### PDN straps and rails, run 1

The bar under the picture is 20 µm long. Pins as bars on the die edge. Tap cells in gray.
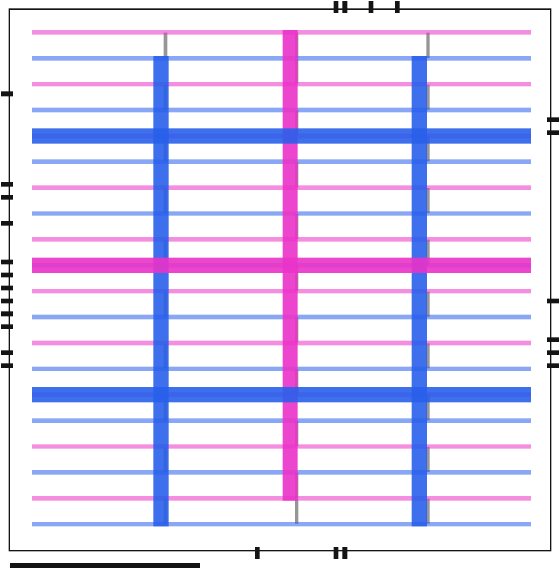
### Wire density map, run 1

11 x 11 tiles, from dark blue (low) to red (high), scaled to the fullest tile. Values are wire area over tile area, all layers added.
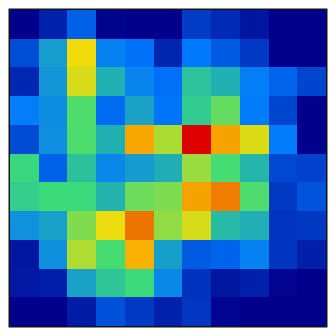
### Placed cells, one color a class, run 1

Fill, decap, tap and diode cells in gray.
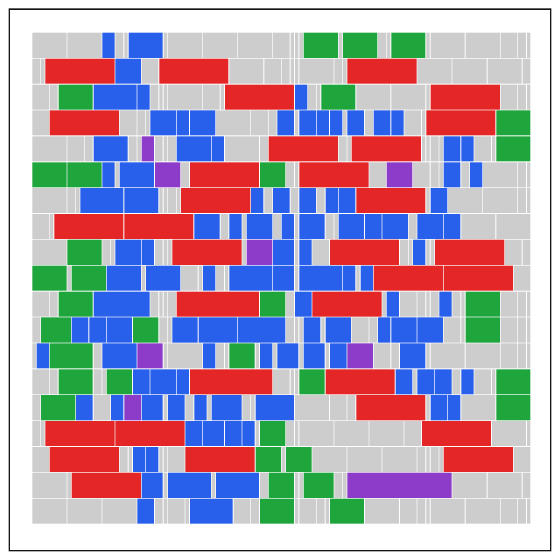
**src/rtl/serial_twos_negator_pkg.sv**
```systemverilog
// Shared definitions for the bit-serial two's complement negator:
// FSM state encoding and the default operand width.
package serial_twos_negator_pkg;

    localparam int NEG_DEFAULT_N = 8;

    typedef enum logic [1:0] {
        IDLE  = 2'd0,
        SHIFT = 2'd1,
        DONE  = 2'd2
    } neg_state_t;

endpackage

```
**src/rtl/serial_twos_negator_if.sv**
```systemverilog
// Handshake/data bundle for serial_twos_negator.
//   in_valid/in_ready/R            : operand side (producer -> block)
//   out_valid/out_ready/B/zero/ovf : result side (block -> consumer)
//   busy                           : block is not in IDLE
// slave  : the negator itself
// master : the environment driving operands and consuming results
interface serial_twos_negator_if
    import serial_twos_negator_pkg::*;
#(
    parameter int N = NEG_DEFAULT_N
) ();

    logic         in_valid;
    logic         in_ready;
    logic [N-1:0] R;
    logic         out_valid;
    logic         out_ready;
    logic [N-1:0] B;
    logic         zero;
    logic         ovf;
    logic         busy;

    modport master (
        output in_valid, R, out_ready,
        input  in_ready, out_valid, B, zero, ovf, busy
    );

    modport slave (
        input  in_valid, R, out_ready,
        output in_ready, out_valid, B, zero, ovf, busy
    );

endinterface

```
**src/rtl/serial_twos_negator_half_adder.sv**
```systemverilog
// Single-bit half adder used as the time-shared bit engine.
//   A, B : addend bits
//   Sum  : A xor B
//   Cout : A and B
module HalfAdder (
    input  logic A,
    input  logic B,
    output logic Sum,
    output logic Cout
);

    assign Sum  = A ^ B;
    assign Cout = A & B;

endmodule

```
**src/rtl/serial_twos_negator.sv**
```systemverilog
// Bit-serial two's complement negator (B = ~R + 1), LSB first, one bit
// per clock through a single HalfAdder.
//   clk  : system clock, rising edge
//   rst  : synchronous active-high reset
//   bus  : slave side of serial_twos_negator_if (operand/result
//          handshakes, zero = final carry, ovf = most-negative operand,
//          busy = not IDLE)
module serial_twos_negator
    import serial_twos_negator_pkg::*;
#(
    parameter int N = NEG_DEFAULT_N
) (
    input  logic                 clk,
    input  logic                 rst,
    serial_twos_negator_if.slave bus
);

    localparam int CW = $clog2(N);

    neg_state_t    state;
    logic [CW-1:0] cnt;
    logic          carry;
    logic [N-1:0]  op_sr;
    logic [N-1:0]  res_sr;
    logic          msb_in;
    logic [N-1:0]  b_q;
    logic          zero_q;
    logic          ovf_q;

    logic ha_sum;
    logic ha_cout;

    HalfAdder u_ha (
        .A    (~op_sr[0]),
        .B    (carry),
        .Sum  (ha_sum),
        .Cout (ha_cout)
    );

    // Handshake flags depend only on registered state.
    assign bus.in_ready  = (state == IDLE);
    assign bus.out_valid = (state == DONE);
    assign bus.busy      = (state != IDLE);
    assign bus.B         = b_q;
    assign bus.zero      = zero_q;
    assign bus.ovf       = ovf_q;

    always_ff @(posedge clk) begin
        if (rst) begin
            state  <= IDLE;
            cnt    <= '0;
            carry  <= 1'b1;
            op_sr  <= '0;
            res_sr <= '0;
            msb_in <= 1'b0;
            b_q    <= '0;
            zero_q <= 1'b0;
            ovf_q  <= 1'b0;
        end else begin
            case (state)
                IDLE: begin
                    if (bus.in_valid) begin
                        op_sr  <= bus.R;
                        carry  <= 1'b1;
                        cnt    <= '0;
                        res_sr <= '0;
                        msb_in <= bus.R[N-1];
                        state  <= SHIFT;
                    end
                end
                SHIFT: begin
                    res_sr <= {ha_sum, res_sr[N-1:1]};
                    op_sr  <= op_sr >> 1;
                    carry  <= ha_cout;
                    if (cnt == CW'(N - 1)) begin
                        // Output registers load the final bit directly so
                        // B/zero/ovf are valid in the first DONE cycle;
                        // the MSB carry goes only to zero, never into B.
                        b_q    <= {ha_sum, res_sr[N-1:1]};
                        zero_q <= ha_cout;
                        ovf_q  <= msb_in & ha_sum;
                        state  <= DONE;
                    end else begin
                        cnt <= cnt + CW'(1);
                    end
                end
                DONE: begin
                    if (bus.out_ready) begin
                        zero_q <= 1'b0;
                        ovf_q  <= 1'b0;
                        state  <= IDLE;
                    end
                end
                default: state <= IDLE;
            endcase
        end
    end

endmodule

```
**src/flat_wrapper.sv**
```systemverilog
// flat-port wrapper written by rule: the top's interface ports become plain ports
module serial_twos_negator_flat import serial_twos_negator_pkg::*;
#(
    parameter int N = NEG_DEFAULT_N
)
  (clk, rst, bus_in_valid, bus_R, bus_out_ready, bus_in_ready, bus_out_valid, bus_B, bus_zero, bus_ovf, bus_busy);
  serial_twos_negator_if #(.N(N)) bus_i ();
  input  logic clk;
  input  logic rst;
  input wire logic [$bits(bus_i.in_valid)-1:0] bus_in_valid;
  input wire logic [$bits(bus_i.R)-1:0] bus_R;
  input wire logic [$bits(bus_i.out_ready)-1:0] bus_out_ready;
  output wire logic [$bits(bus_i.in_ready)-1:0] bus_in_ready;
  output wire logic [$bits(bus_i.out_valid)-1:0] bus_out_valid;
  output wire logic [$bits(bus_i.B)-1:0] bus_B;
  output wire logic [$bits(bus_i.zero)-1:0] bus_zero;
  output wire logic [$bits(bus_i.ovf)-1:0] bus_ovf;
  output wire logic [$bits(bus_i.busy)-1:0] bus_busy;
  assign bus_i.in_valid = bus_in_valid;
  assign bus_i.R = bus_R;
  assign bus_i.out_ready = bus_out_ready;
  assign bus_in_ready = bus_i.in_ready;
  assign bus_out_valid = bus_i.out_valid;
  assign bus_B = bus_i.B;
  assign bus_zero = bus_i.zero;
  assign bus_ovf = bus_i.ovf;
  assign bus_busy = bus_i.busy;
  serial_twos_negator #(.N(N)) u_core (.clk(clk), .rst(rst), .bus(bus_i));
endmodule
```
**config.mk**
```make
export PLATFORM = sky130hd
export DESIGN_NAME = serial_twos_negator_flat
export DESIGN_NICKNAME = d
export VERILOG_FILES = /design/src/rtl/serial_twos_negator_pkg.sv /design/src/rtl/serial_twos_negator_if.sv /design/src/rtl/serial_twos_negator_half_adder.sv /design/src/rtl/serial_twos_negator.sv /design/src/flat_wrapper.sv
export SDC_FILE = /design/constraint.sdc
export NUM_CORES = 1
export LEC_CHECK = 0
export CAP_MARGIN = 0
export CORE_MARGIN = 2
export CORE_UTILIZATION = 50
export CTS_CLUSTER_SIZE = 40
export DETAILED_ROUTE_END_ITERATION = 10
export MAX_ROUTING_LAYER = met4
export PLACE_DENSITY = 0.77
export SLEW_MARGIN = 20
export SYNTH_ARGS = -nofsm -noshare
export SYNTH_HDL_FRONTEND = slang
export SYNTH_SLANG_ARGS = --single-unit
```
**constraint.sdc**
```tcl
create_clock -name clk -period 1.75 [get_ports clk]
set_input_delay 0.4375 -clock clk [delete_from_list [all_inputs] [get_ports clk]]
set_output_delay 0.4375 -clock clk [all_outputs]
set_load 0.005 [all_outputs]
```
==> reports/results.md, run 1 <==
| Metric | This run |
|---|---|
| Synthesized Nets | 164 |
| Io pins | 25 |
| Routed metal-1 wire length | 1160 µm |
| Total number of multi-input combinational cells | 102 |
| M2 GR Usage | 31.2% |
| Fraction of synthesis flops using an asynchronous set or reset pin | 0% |
| Count of vias placed by the detailed router | 1182 |
| Flip-flop and latch count after synthesis | 32 |
| Beginning of the worst register-to-register path | u_core.state[0]$_SDFFE_PP0P_ |
| Die Outline Area | 3220 µm² |
| Non-filler cells, final | 211 |
| Path type of the worst setup path | flop to output pin |
| Length of routed met2 wiring | 1440 µm |
| Syn Area/Cell | 9.40 µm² |
| Commonest cells post-synth | sky130_fd_sc_hd__dfxtp_1, sky130_fd_sc_hd__nor2_1, sky130_fd_sc_hd__nand3_1, sky130_fd_sc_hd__a21oi_1, sky130_fd_sc_hd__nand2_1 |
| Maximum number of pins on one net before global-route repair | 19 |
| Tightest Pin Transition | 232 ps |
| Non-clock inverter count in the final layout | 4 |
| Register-to-Register Setup Slack | 270 ps |
| Leakage component of the power | 0.673 nW |
| Worst setup path startpoint | u_core.bus.zero$_SDFFE_PP0P_ |
| Depth of the worst register-to-register path | 6 |
| Yosys top cell area share | 46.0% |
| Tally of clock buffers in the finished layout | 6 |
| Max-slew violations | 0 |
| Post-cts hold buffer count | 0 |
| Iteration count of the initial detailed-routing pass | 6 |
| Status | complete, no violations |
| Initial DRC count | 41 |
| Cell-by-cell trace of the critical path | clkdlybuf4s50_1 |
| Period minus WS final | 1650 ps |
| Post-synthesis cell count | 148 |
| Yosys top cell by area | sky130_fd_sc_hd__dfxtp_1 |
| # Max-Cap Violations | 0 |
| Met3 Use GR | 6.22% |
| Crit path max-delay family | buffers and inverters |
| Number of stages on the worst hold path | 2 |
| Top-count cell post-synth | sky130_fd_sc_hd__dfxtp_1 |
| Antenna violations before repair | 0 |
| Sink of the worst hold path | u_core.bus.B[1]$_SDFFE_PP0P_ |
| Layout non-clock buf frac | 18.1% |
| Amount of wire on met3 after detailed routing | 157 µm |
| Number of well taps | 31 |
| Max Buffers Root-to-Sink | 2 |
| Final HPWL DP | 1900 µm |
| Setup repair bufs after CTS | 3 |
| Share of the yosys chip area belonging to registers | 46.0% |
| Number of setup violations in the final report | 0 |
| Yosys aoi share | 18.4% |
| Cell Pwr Density | 835 nW/µm² |
| Depth of the critical timing path with buffers and inverters included | 1 |
| Met1 track demand over resource in global routing | 22.6% |
| Total placed cells including tap cells | 200 |
| CTS Buf Count | 5 |
| Final period util | 94.4% |
| Count of buffers from port buffering | 24 |
| Final setup slack of the worst path | 98.1 ps |
| Number of cells in Yosys stat | 148 |
| Arrival time of data at the critical path endpoint | 1210 ps |
| CP Capture Type | output pin |
| Top_reg_cell synth | sky130_fd_sc_hd__dfxtp_1 |
| Vias in the first global route | 1097 |
| Synth-to-layout area growth | 25.4% |
| F_max | 0.605 GHz |
| Clock buf/inv share | 4.37% |
| Global-route wire length before repair | 4730 µm |
| Total of plain and repair buffers excluding clock buffers | 34 |
| Drt via density | 5.60 |
| Number of warnings printed during yosys synthesis | 0 |
| Crit path DRT | 1310 ps |
| Count of different cell masters after synthesis | 29 |
| Total clock sinks | 32 |
| Global placement routability congestion | 0.778 |
| Type of the most critical hold path | flop to flop |
| Final Power | 0.00146 W |
| Largest cell class by area | logic gates |
| Buffering stage count on the worst path with inverters included | 1 |
| Root buf cell | sky130_fd_sc_hd__clkbuf_4 |
| Fa+ha+maj area frac | 3.60% |
Back to the opening pictures, 'PDN straps and rails':
- blue: VSS
- magenta: VDD
- rows: 19
- met4 straps: 3
- met1 rails: 20
- tap cells: 31
overall die height: 56.8 µm
maximum vdd ir drop: 0.619 mV
Die W: 56.8 µm
placeable core region: 2710 µm²

Back to the opening pictures, 'Wire density map':
- mean over tiles: 0.14
- nearly empty tiles: 15%
- emptiest ninth of the die: bottom right
- tiles over half the peak: 21%
- densest ninth of the die: middle
- fullest tile: 0.47

Back to the opening pictures, 'Placed cells, one color a class':
- blue: all other logic (cells 106)
- red: flops (cells 32)
- purple: clock drivers and dummy loads (cells 8)
- green: other buffers and delay cells (cells 34)
Layout Utilization: 64.4%
flop share of the area: 37.1%
std cell rows: 19
Final Instance Area: 1750 µm²

==> run 1: cells in the final DEF, fill, tap and decap left out, types with 7 or more instances in the layout <==
cell and instances:
sky130_fd_sc_hd__dfxtp_1 30, sky130_fd_sc_hd__clkdlybuf4s50_1 21, sky130_fd_sc_hd__nor2_1 18, sky130_fd_sc_hd__nand3_1 14, sky130_fd_sc_hd__nand2_1 13, sky130_fd_sc_hd__a21oi_1 13
sky130_fd_sc_hd__buf_4 10, sky130_fd_sc_hd__a22oi_1 7, sky130_fd_sc_hd__mux2i_1 7
==> run 1: where the power goes <==
part	switching (W)	internal, W
combinational	0.0000782	0.0000771
clock	0.000239	0.000299
sequential	0.0000148	0.000750
==> run 1: logic make-up after synthesis <==
group           count (synthesis)
fa+ha+maj                       4
simple gates                   55
compound gates                 36
flops                          32
buf+inv                        14
mux                             7
==> run 1 -> run 2 <==
--- a/config.mk
+++ b/config.mk
@@ -8,4 +8,5 @@
 export CAP_MARGIN = 0
+export CORE_ASPECT_RATIO = 1.5
 export CORE_MARGIN = 2
-export CORE_UTILIZATION = 50
+export CORE_UTILIZATION = 51
 export CTS_CLUSTER_SIZE = 40
@@ -13,3 +14,3 @@
 export MAX_ROUTING_LAYER = met4
-export PLACE_DENSITY = 0.77
+export PLACE_DENSITY = 0.78
 export SLEW_MARGIN = 20
--- a/constraint.sdc
+++ b/constraint.sdc
@@ -3,2 +3,2 @@
 set_output_delay 0.4375 -clock clk [all_outputs]
-set_load 0.005 [all_outputs]
+set_load 0.1 [all_outputs]
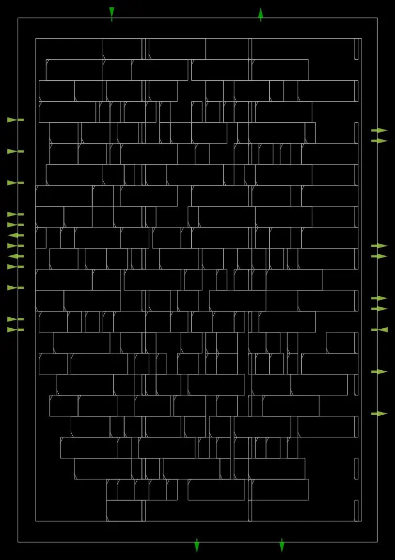
*Placement view, run 2*
flop share of the area: 34.2%
std cell rows: 23
non-filler cells, final: 214
Layout Utilization: 70.8%
count of sequential standard cells: 32

==> run 2 against run 1 <==
Against the previous run:
- total power grew 5.0%
- sequential share of layout area fell by 3.0 points
- first-iteration DRC count down 4.9%
- flip-flop count unchanged
- core utilization grew 6.4 points
- design area is 7.4% higher
- largest power group unchanged
- highest routed layer unchanged
==> reports/results.md, run 2 <==
| Metric | This run |
|---|---|
| Status | complete, no violations |
| Io pins | 25 |
| Fa+ha+maj area frac | 3.60% |
| Worst setup path startpoint | u_core.state[0]$_SDFFE_PP0P_ |
| Global-route wire length before repair | 4840 µm |
| Final Instance Area | 1870 µm² |
| Antenna violations before repair | 0 |
| Syn Area/Cell | 9.40 µm² |
| Most frequent logic cell in the layout | sky130_fd_sc_hd__dfxtp_1 |
| Arrival time of data at the critical path endpoint | 1220 ps |
| Most frequent logic cells in the routed design | sky130_fd_sc_hd__dfxtp_1, sky130_fd_sc_hd__nor2_1, sky130_fd_sc_hd__nand3_1, sky130_fd_sc_hd__buf_12 |
| Top power group | registers |
| Path type of the worst setup path | flop to output pin |
| Setup repair bufs after CTS | 0 |
| Vias in the first global route | 1123 |
| Global placement routability congestion | 0.822 |
| Number of setup violations in the final report | 0 |
| Synth-to-layout area growth | 34.7% |
| Internal | 0.00116 W |
| Final Power | 0.00153 W |
| Type of the most critical hold path | flop to flop |
| Flop pwr share | 50.1% |
| # Max-Cap Violations | 0 |
| Comb pwr share | 12.5% |
| Maximum number of pins on one net before global-route repair | 33 |
| Total clock sinks | 32 |
| Drt via density | 5.56 |
| Die Outline Area | 3170 µm² |
| Fraction of synthesis flops using an asynchronous set or reset pin | 0% |
| Depth of the worst register-to-register path | 5 |
| Count of different cell masters after synthesis | 29 |
| Combinational-cell power consumption | 0.000191 W |
| Top_reg_cell synth | sky130_fd_sc_hd__dfxtp_1 |
| Top-count cell post-synth | sky130_fd_sc_hd__dfxtp_1 |
| Max-slew violations | 0 |
| Yosys top cell by area | sky130_fd_sc_hd__dfxtp_1 |
| Period minus WS final | 1650 ps |
| Beginning of the worst register-to-register path | u_core.cnt[0]$_SDFFE_PP0P_ |
| Leakage component of the power | 0.711 nW |
| Clock network power | 0.000573 W |
| Yosys top cell area share | 46.0% |
| Final setup slack of the worst path | 96.0 ps |
| Iteration count of the initial detailed-routing pass | 4 |
| Crit path DRT | 1310 ps |
| Flip-flop and latch count after synthesis | 32 |
| F_max | 0.605 GHz |
| Tightest Pin Transition | 268 ps |
| Yosys aoi share | 18.4% |
| Synthesized Nets | 164 |
| Count of vias placed by the detailed router | 1190 |
| Register-to-Register Setup Slack | 330 ps |
| Final HPWL DP | 2060 µm |
| Share of the yosys chip area belonging to registers | 46.0% |
| Post-cts hold buffer count | 0 |
| Total placed cells including tap cells | 206 |
| Max Buffers Root-to-Sink | 2 |
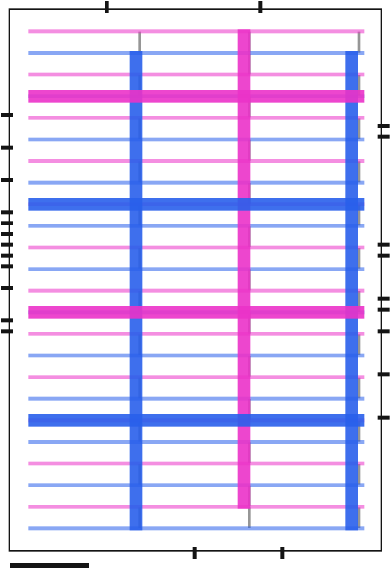
*PDN straps and rails, run 2*
The bar under the picture is 10 µm long. Pins as bars on the die edge. Tap cells in gray.
- magenta: VDD
- blue: VSS
- signal pins: 25
- met1 rails: 24
overall die height: 68.0 µm
Die W: 46.6 µm
maximum vdd ir drop: 0.697 mV
placeable core region: 2650 µm²

## run 2: final cells by class
cell class,count,area (µm²)
Fill cell,220,773
Inverter,4,15.0
Sequential cell,32,641
Clock buffer,8,90.1
Multi-Input combinational cell,102,647
Tap cell,37,46.3
Timing Repair Buffer,31,435
## run 2: critical path, cell delays in order, from the launching register on
cell	delay [ps]
sky130_fd_sc_hd__dfxtp_1	310
sky130_fd_sc_hd__buf_4	200
sky130_fd_sc_hd__nor2_4	160
sky130_fd_sc_hd__inv_1	90
sky130_fd_sc_hd__buf_12	170
## run 2: per-layer routing
layer  global-route usage [%]  vias up  share of wire, %
met5                        -        -                 0
met4                     13.2        0               4.3
met3                     6.86       15               5.1
met2                     35.1       43                51
met1                     23.3      556                40
li1                         -      576                 -
==> run 2 -> run 3 <==
HOLD_SLACK_MARGIN = 0.15   (was default)
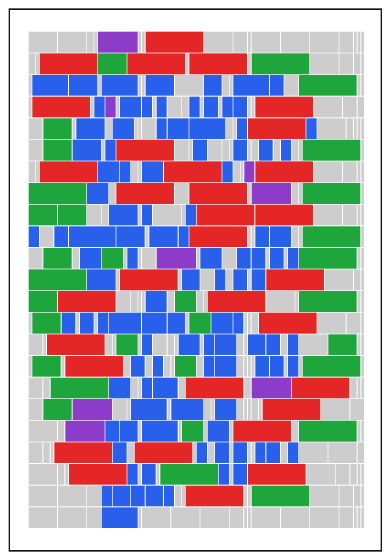
*Placed cells, one color a class, run 3*
Fill, decap, tap and diode cells in gray.
- blue: all other logic (cells 106)
- green: other buffers and delay cells (cells 31)
- red: flops (cells 32)
- purple: clock drivers and dummy loads (cells 8)
Final Instance Area: 1870 µm²

==> run 3 against run 2 <==
Against the previous run:
- sequential share of layout area unchanged
- clock power about the same
- synthesized area unchanged
- global-route usage unchanged
==> reports/results.md, run 3 <==
| Metric | This run |
|---|---|
| Vias in the first global route | 1123 |
| Final HPWL DP | 2060 µm |
| Maximum vdd ir drop | 0.697 mV |
| Met1 track demand over resource in global routing | 23.3% |
| Amount of wire on met3 after detailed routing | 146 µm |
| Arrival time of data at the critical path endpoint | 1220 ps |
| M2 GR Usage | 35.1% |
| Period minus WS final | 1650 ps |
| Most frequent logic cells in the routed design | sky130_fd_sc_hd__dfxtp_1, sky130_fd_sc_hd__nor2_1, sky130_fd_sc_hd__nand3_1, sky130_fd_sc_hd__buf_12 |
| Largest cell class by area | logic gates |
| Total number of multi-input combinational cells | 102 |
| Number of well taps | 37 |
| Topmost layer with routed signal wires | met4 |
| Maximum number of pins on one net before global-route repair | 33 |
| Synthesized Nets | 164 |
| Leakage component of the power | 0.711 nW |
| Total placed cells including tap cells | 206 |
| Length of routed met2 wiring | 1470 µm |
| Status | complete, no violations |
| Tightest Pin Transition | 268 ps |
| Count of sequential standard cells | 32 |
| Buffering stage count on the worst path with inverters included | 3 |
| Count of different cell masters after synthesis | 29 |
| Iteration count of the initial detailed-routing pass | 4 |
| CP Capture Type | output pin |
| Layout non-clock buf frac | 23.2% |
| Register-to-Register Setup Slack | 330 ps |
| Core Density at Floorplan | 52.6% |
| Number of stages on the worst hold path | 2 |
| Non-filler cells, final | 214 |
| Cell-by-cell trace of the critical path | buf_4, nor2_4, inv_1, buf_12 |
| F_max | 0.605 GHz |
| Non-clock inverter count in the final layout | 4 |
| Routed metal-1 wire length | 1140 µm |
| Syn Area/Cell | 9.40 µm² |
| Worst setup path startpoint | u_core.state[0]$_SDFFE_PP0P_ |
| Final Power | 0.00153 W |
| Most Crowded Layer GR | met2 |
| Number of cells in Yosys stat | 148 |
| Final setup slack of the worst path | 96.0 ps |
| Crit path largest cell delay | 310 ps |
| Layout Utilization | 70.8% |
| Top-count cell post-synth | sky130_fd_sc_hd__dfxtp_1 |
| Post-synthesis cell count | 148 |
| Yosys top cell by area | sky130_fd_sc_hd__dfxtp_1 |
| Synth-to-layout area growth | 34.7% |
| Max Buffers Root-to-Sink | 2 |
| Total cell area at the placement stage | 1780 µm² |
| Met3 Use GR | 6.86% |
| Antenna violations before repair | 0 |
| Yosys top cell area share | 46.0% |
| Placeable core region | 2650 µm² |
| Sink of the worst hold path | u_core.op_sr[7]$_SDFFE_PP0P_ |
| Filler Cell Count | 220 |
| Die W | 46.6 µm |
| Comb. cell area | 647 µm² |
| Global-route wire length before repair | 4840 µm |
| Commonest cells post-synth | sky130_fd_sc_hd__dfxtp_1, sky130_fd_sc_hd__nor2_1, sky130_fd_sc_hd__nand3_1, sky130_fd_sc_hd__a21oi_1, sky130_fd_sc_hd__nand2_1 |
| Global placement routability congestion | 0.822 |
| Beginning of the worst register-to-register path | u_core.cnt[0]$_SDFFE_PP0P_ |
| Count of buffers from port buffering | 24 |
| Most frequent logic cell in the layout | sky130_fd_sc_hd__dfxtp_1 |
| Initial DRC count | 39 |
| Sequential Area | 641 µm² |
| # Max-Cap Violations | 0 |
| Depth of the critical timing path with buffers and inverters included | 4 |
| Flop share of the area | 34.2% |
| Post-cts hold buffer count | 0 |
| Clock buf/inv share | 4.81% |
| Type of the most critical hold path | flop to flop |
| Share of the yosys chip area belonging to registers | 46.0% |
| Count of vias placed by the detailed router | 1190 |
| Top_reg_cell synth | sky130_fd_sc_hd__dfxtp_1 |
| Total of plain and repair buffers excluding clock buffers | 31 |
| Crit path DRT | 1310 ps |
| Std cell rows | 23 |
| Io pins | 25 |
| Tally of clock buffers in the finished layout | 8 |
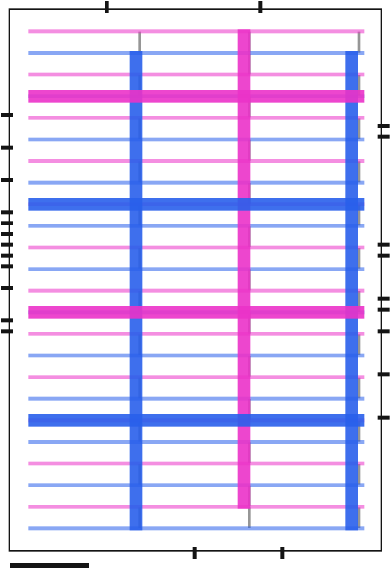
*PDN straps and rails, run 3*
The bar under the picture is 10 µm long. Pins as bars on the die edge. Tap cells in gray.
- magenta: VDD
- blue: VSS
- rows: 23
- signal pins: 25
- met1 rails: 24

[run 3: cells by family (layout without fill, tap and decap cells)]
| logic type | Yosys count | in the layout | share of synthesized area, % |
|---|---|---|---|
| muxes | 7 | 7 | 5.04 |
| buffers and inverters | 14 | 43 | 8.18 |
| AOI/OAI and AO/OA | 36 | 36 | 18.4 |
| DFF | 32 | 32 | 46.0 |
| adders and majority gates | 4 | 4 | 3.60 |
| and+or+nand+nor | 55 | 55 | 18.7 |
[run 3: where the power goes]
part           internal (W)  total [W]  leakage, nW  switching, W
clock              0.000320   0.000573       0.0455      0.000253
combinational     0.0000849   0.000191        0.405      0.000106
sequential         0.000753   0.000767        0.261     0.0000140
Power figures rest on the tool's default switching activity, not on a simulated workload.
